$ cat config.mk
export PLATFORM = sky130hd
export DESIGN_NAME = branch_ctrl
export DESIGN_NICKNAME = d
export VERILOG_FILES = /design/src/rtl/branch_ctrl.sv
export SDC_FILE = /design/constraint.sdc
export NUM_CORES = 1
export LEC_CHECK = 0
export CORE_MARGIN = 2
export CORE_UTILIZATION = 25
export CTS_CLUSTER_DIAMETER = 50
export DETAILED_ROUTE_END_ITERATION = 10
export MAX_ROUTING_LAYER = met4
export PLACE_DENSITY = 0.45
export REMOVE_ABC_BUFFERS = 1
export SLEW_MARGIN = 10
export SYNTH_ARGS = -nofsm -noshare
export SYNTH_HDL_FRONTEND = slang
export SYNTH_SLANG_ARGS = --single-unit
export TNS_END_PERCENT = 20
$ cat constraint.sdc
create_clock -name clk -period 7.8 [get_ports clk]
set_clock_uncertainty 0.2 [all_clocks]
set_input_delay 1.56 -clock clk [delete_from_list [all_inputs] [get_ports clk]]
set_output_delay 1.56 -clock clk [all_outputs]
set_load 0.05 [all_outputs]
$ cat src/rtl/branch_ctrl.sv
// branch_ctrl: branch-resolution controller.
// Owns a direct-mapped pattern history table of 2-bit saturating counters
// used for fetch-time direction prediction. It trains the table from EX-stage
// resolves, sequences the redirect/flush on a mispredict, and keeps branch and
// mispredict statistics.
module branch_ctrl #(
   parameter int unsigned PHT_BITS    = 6,
   parameter int unsigned FLUSH_DEPTH = 2
) (
   input  logic        clk,
   input  logic        reset,
   input  logic        stall,
   input  logic [31:0] fetchPC,
   output logic        predTaken,
   input  logic        resValid,
   input  logic [31:0] resPC,
   input  logic        resTaken,
   input  logic        resPredTaken,
   input  logic [31:0] resTarget,
   input  logic [31:0] resFallthrough,
   output logic        redirect,
   output logic [31:0] redirectPC,
   output logic        flush,
   output logic [31:0] branchCount,
   output logic [31:0] mispredictCount
);

   localparam int unsigned PHT_ENTRIES = 1 << PHT_BITS;

   localparam logic [1:0] IDLE     = 2'd0;
   localparam logic [1:0] REDIRECT = 2'd1;
   localparam logic [1:0] FLUSH    = 2'd2;

   localparam logic [3:0] FLUSH_LOAD = 4'(FLUSH_DEPTH - 1);

   logic [1:0]          pht [PHT_ENTRIES];
   logic [1:0]          state, state_nx;
   logic [3:0]          flushcnt, flushcnt_nx;
   logic [PHT_BITS-1:0] fetch_idx, res_idx;
   logic [1:0]          res_ctr, res_ctr_nx;
   logic                accept, mispredict;
   logic                unused_pc_bits;

   assign fetch_idx = fetchPC[PHT_BITS+1:2];
   assign res_idx   = resPC[PHT_BITS+1:2];

   // Only the index bits of the PCs select a counter; the rest are don't-care.
   assign unused_pc_bits = ^{fetchPC[31:PHT_BITS+2], fetchPC[1:0],
                             resPC[31:PHT_BITS+2], resPC[1:0]};

   // Asynchronous read, no bypass: a same-cycle update is seen one cycle later.
   assign predTaken = pht[fetch_idx][1];
   assign res_ctr   = pht[res_idx];

   // Resolves are taken only when the pipeline advances and no redirect is in flight.
   assign accept     = resValid && !stall && (state == IDLE);
   assign mispredict = accept && (resTaken != resPredTaken);

   // Saturating counter step for the resolving branch.
   always_comb begin
      res_ctr_nx = res_ctr;
      if (resTaken) begin
         if (res_ctr != 2'b11) res_ctr_nx = res_ctr + 2'd1;
      end else begin
         if (res_ctr != 2'b00) res_ctr_nx = res_ctr - 2'd1;
      end
   end

   // PHT storage: all counters weak-not-taken after reset, trained on accepted resolves.
   always_ff @(posedge clk) begin
      if (reset) begin
         for (int unsigned i = 0; i < PHT_ENTRIES; i++) begin
            pht[PHT_BITS'(i)] <= 2'b01;
         end
      end else if (accept) begin
         pht[res_idx] <= res_ctr_nx;
      end
   end

   // Redirect/flush sequencer next-state; stall freezes REDIRECT and FLUSH.
   always_comb begin
      state_nx    = state;
      flushcnt_nx = flushcnt;
      case (state)
         IDLE: begin
            if (mispredict) begin
               state_nx    = REDIRECT;
               flushcnt_nx = FLUSH_LOAD;
            end
         end
         REDIRECT: begin
            if (!stall) state_nx = (flushcnt != '0) ? FLUSH : IDLE;
         end
         FLUSH: begin
            if (!stall) begin
               flushcnt_nx = flushcnt - 4'd1;
               if (flushcnt == 4'd1) state_nx = IDLE;
            end
         end
         default: begin
            state_nx    = IDLE;
            flushcnt_nx = '0;
         end
      endcase
   end

   // State register; redirect/flush are registered decodes of the next state
   // so they line up exactly with the state they describe.
   always_ff @(posedge clk) begin
      if (reset) begin
         state    <= IDLE;
         flushcnt <= '0;
         redirect <= 1'b0;
         flush    <= 1'b0;
      end else begin
         state    <= state_nx;
         flushcnt <= flushcnt_nx;
         redirect <= (state_nx == REDIRECT);
         flush    <= (state_nx != IDLE);
      end
   end

   // Redirect target captured on a mispredict and held until the next one.
   always_ff @(posedge clk) begin
      if (reset) begin
         redirectPC <= '0;
      end else if (mispredict) begin
         redirectPC <= resTaken ? resTarget : resFallthrough;
      end
   end

   // Statistics counters, wrapping mod 2^32.
   always_ff @(posedge clk) begin
      if (reset) begin
         branchCount     <= '0;
         mispredictCount <= '0;
      end else begin
         if (accept)     branchCount     <= branchCount + 32'd1;
         if (mispredict) mispredictCount <= mispredictCount + 32'd1;
      end
   end

endmodule

met1.png
The bar under the picture is 50 µm long. Supply wires on this layer in gray.
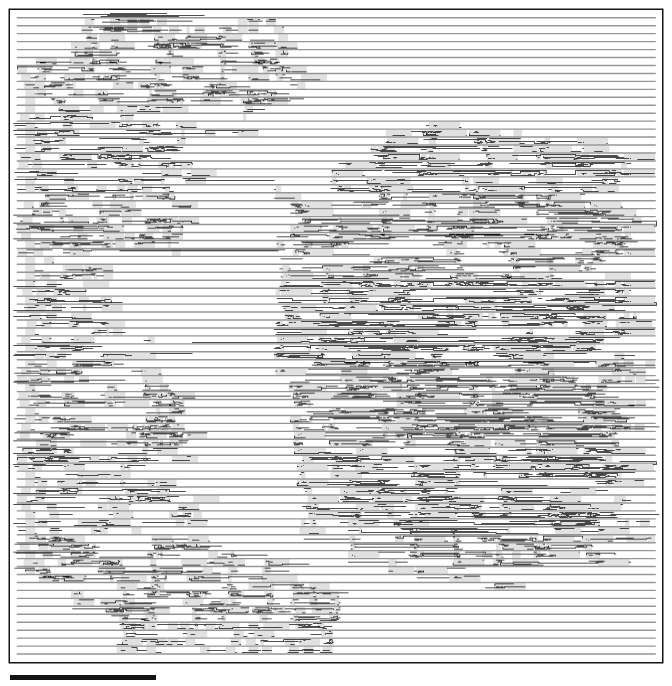
The wires run mostly horizontal. The layer carries 16600 µm of wire. 1257 nets have wire on it. The layer holds 44% of the routed length. The longest straight run is 66.2 µm.
final WL: 37.4 mm
DR vias: 9351
met1 Use GR: 19.3%

final_congestion.png
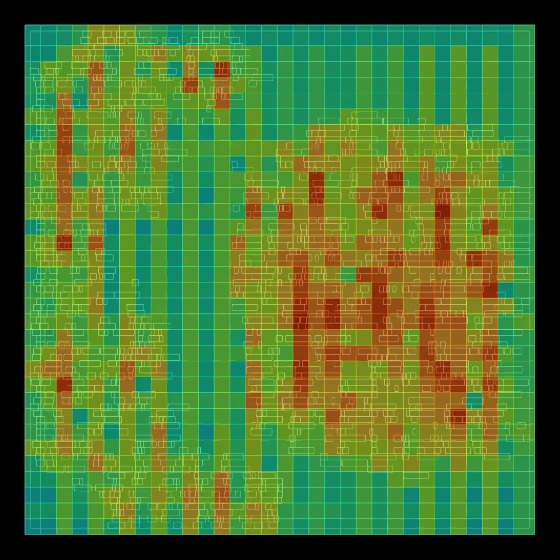
met2 Resource Use GR: 24.2%
global route hottest layer: met2

registers.png
The bar under the picture is 50 µm long. Other sequential cells in the stronger gray, the rest of the logic in the fainter gray.
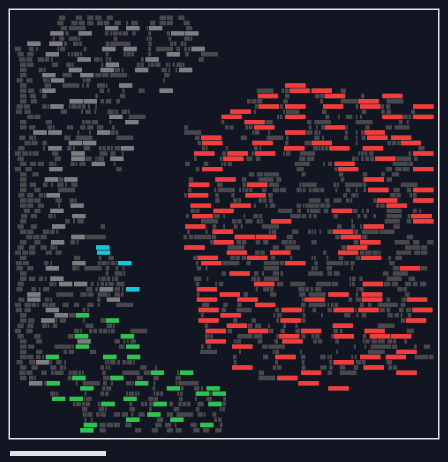
Key: pht = red [placed flops 128]; flushcnt = cyan [placed flops 4, where left middle]; mispredictCount = green [placed flops 32]
Seq/total area: 37.7%
Core Util, Final: 33.1%
Storage cell area: 0.00593 mm²

port_nets.png
The bar under the picture is 50 µm long.
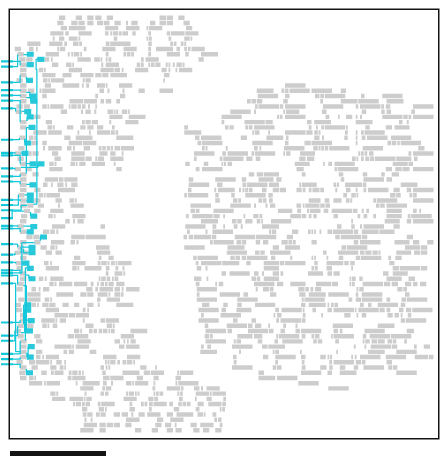
Key: resFallthrough = cyan [direction input, end cells 32, buffers 32, wire 533 µm]
I/O Buffers: 180
Ports: 233

metal_stack.png
Two of the layers only.
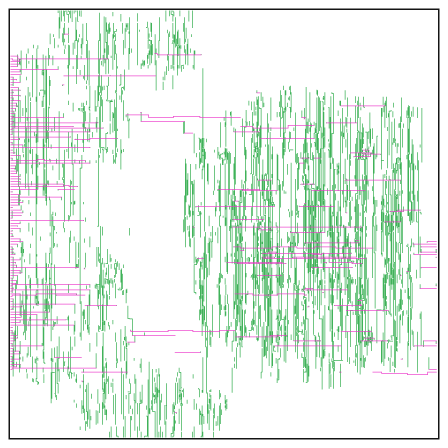
Key: met2 = green [wire length 17300 µm]; met3 = magenta [wire length 2750 µm]
Total GRT Usage: 15.4%
WL/cell: 19.3 µm

==> flow_summary_export.csv <==
group,metric,value,unit
placed_design,place_ws,1.25,ns
synth,yosysWarnings,0,
setup_path,worstReg2RegStart,"pht[13][1]$_SDFFCE_PN0P_",
cells_and_area,drive_gt1_share,14.2,%
clock_tree,cts_buffers,40,
clock_tree,htreeDepth,2,
setup_path,endpoint,"predTaken",
cells_and_area,nNonClkBuffers,200,
final_timing,slew_violations,0,
synth,synthArstFlopShare,0,%
final_timing,grt_setup_unrepaired,"false",
power,p_clk_share,51.4,%
synth,ys_types,66,
synth,syn_inst,1140,
power,combPwrFrac,11.4,%
routing,viasPerCell,4.83,
power,seqPwrFrac,37.2,%
floorplanning,chipArea,0.0497,mm²
synth,edf_count,128,
cells_and_area,dominant_cells,"sequential cells",
run,maxCapViolCount,0,
synth,yosysTopAreaCellShare,32.1,%
power,intPower,0.00264,W
cells_and_area,final_cell_mix,"176 x clkdlybuf4s50_1, 140 x nor2_1, 128 x edfxtp_1",
synth,yosys.stat.seqShare,49.4,%
cells_and_area,fill_cells,4779,
cells_and_area,area_growth,31.1,%
routing,met3_length,2.75,mm
synth,avgSynthCellArea,10.5,µm²
setup_path,startpoint_type,"input pin",
cells_and_area,seq_cells,232,
placed_design,dp_hpwl,24.9,mm
routing,wirelength_met1,16.6,mm
cells_and_area,lay_top_count,"clkdlybuf4s50_1",
cells_and_area,postLayoutCellArea,0.0157,mm²
clock_tree,cts.repair.resized,0,
final_timing,finalClockPeriodUsage,83.8,%
clock_tree,clock.latency.late_pin,0.56,ns
synth,flop_cell,"edfxtp_1",
placed_design,postPlaceCellArea,0.0143,mm²
global_routing,grt_pass1_wl,57.1,mm
power,powerClk,0.00184,W
global_routing,met3_usage,4.60,%
routing,ant_nets,0,
floorplanning,rows,80,
floorplanning,fp-utilization,25.2,%
outcome,status,"finished, final reports clean",
cells_and_area,final_nets,1431,
floorplanning,nWellTaps,615,
cells_and_area,fin_cells,1936,
power,p_total,0.00358,W
placed_design,dp.cells,1866,
setup_path,ff2ff_path_depth,8,
cells_and_area,clk_share,8.86,%
power,ir_worst_vdd,0.107,mV
cells_and_area,inverters,14,
setup_path,path_max_fanout,16,
global_routing,grt_overflow,0,
power,switching_share,26.2,%
final_timing,slew_headroom,24.6,%
final_timing,setup_viol,0,
clock_tree,hold_buffers,0,
setup_path,crit_chain,"clkdlybuf4s50_1 -> mux4_2 -> mux4_2 -> mux4_2 -> clkdlybuf4s50_1",
cells_and_area,largest-register,"pht",
final_timing,fin_ws,1.26,ns
clock_tree,clk_pin_slew,0.05,ns
synth,ys_ff,232,
power,pwr_density_cell,228,mW/mm²
global_routing,grt_max_degree,142,
final_timing,max_freq,153,MHz
hold_path,hold_class,"flop to flop",
floorplanning,fp.coreArea,0.0475,mm²
synth,top_logic_kind,"simple AND/OR/NAND/NOR gates",
No activity file was given, so power comes from the tool's default toggle rates.
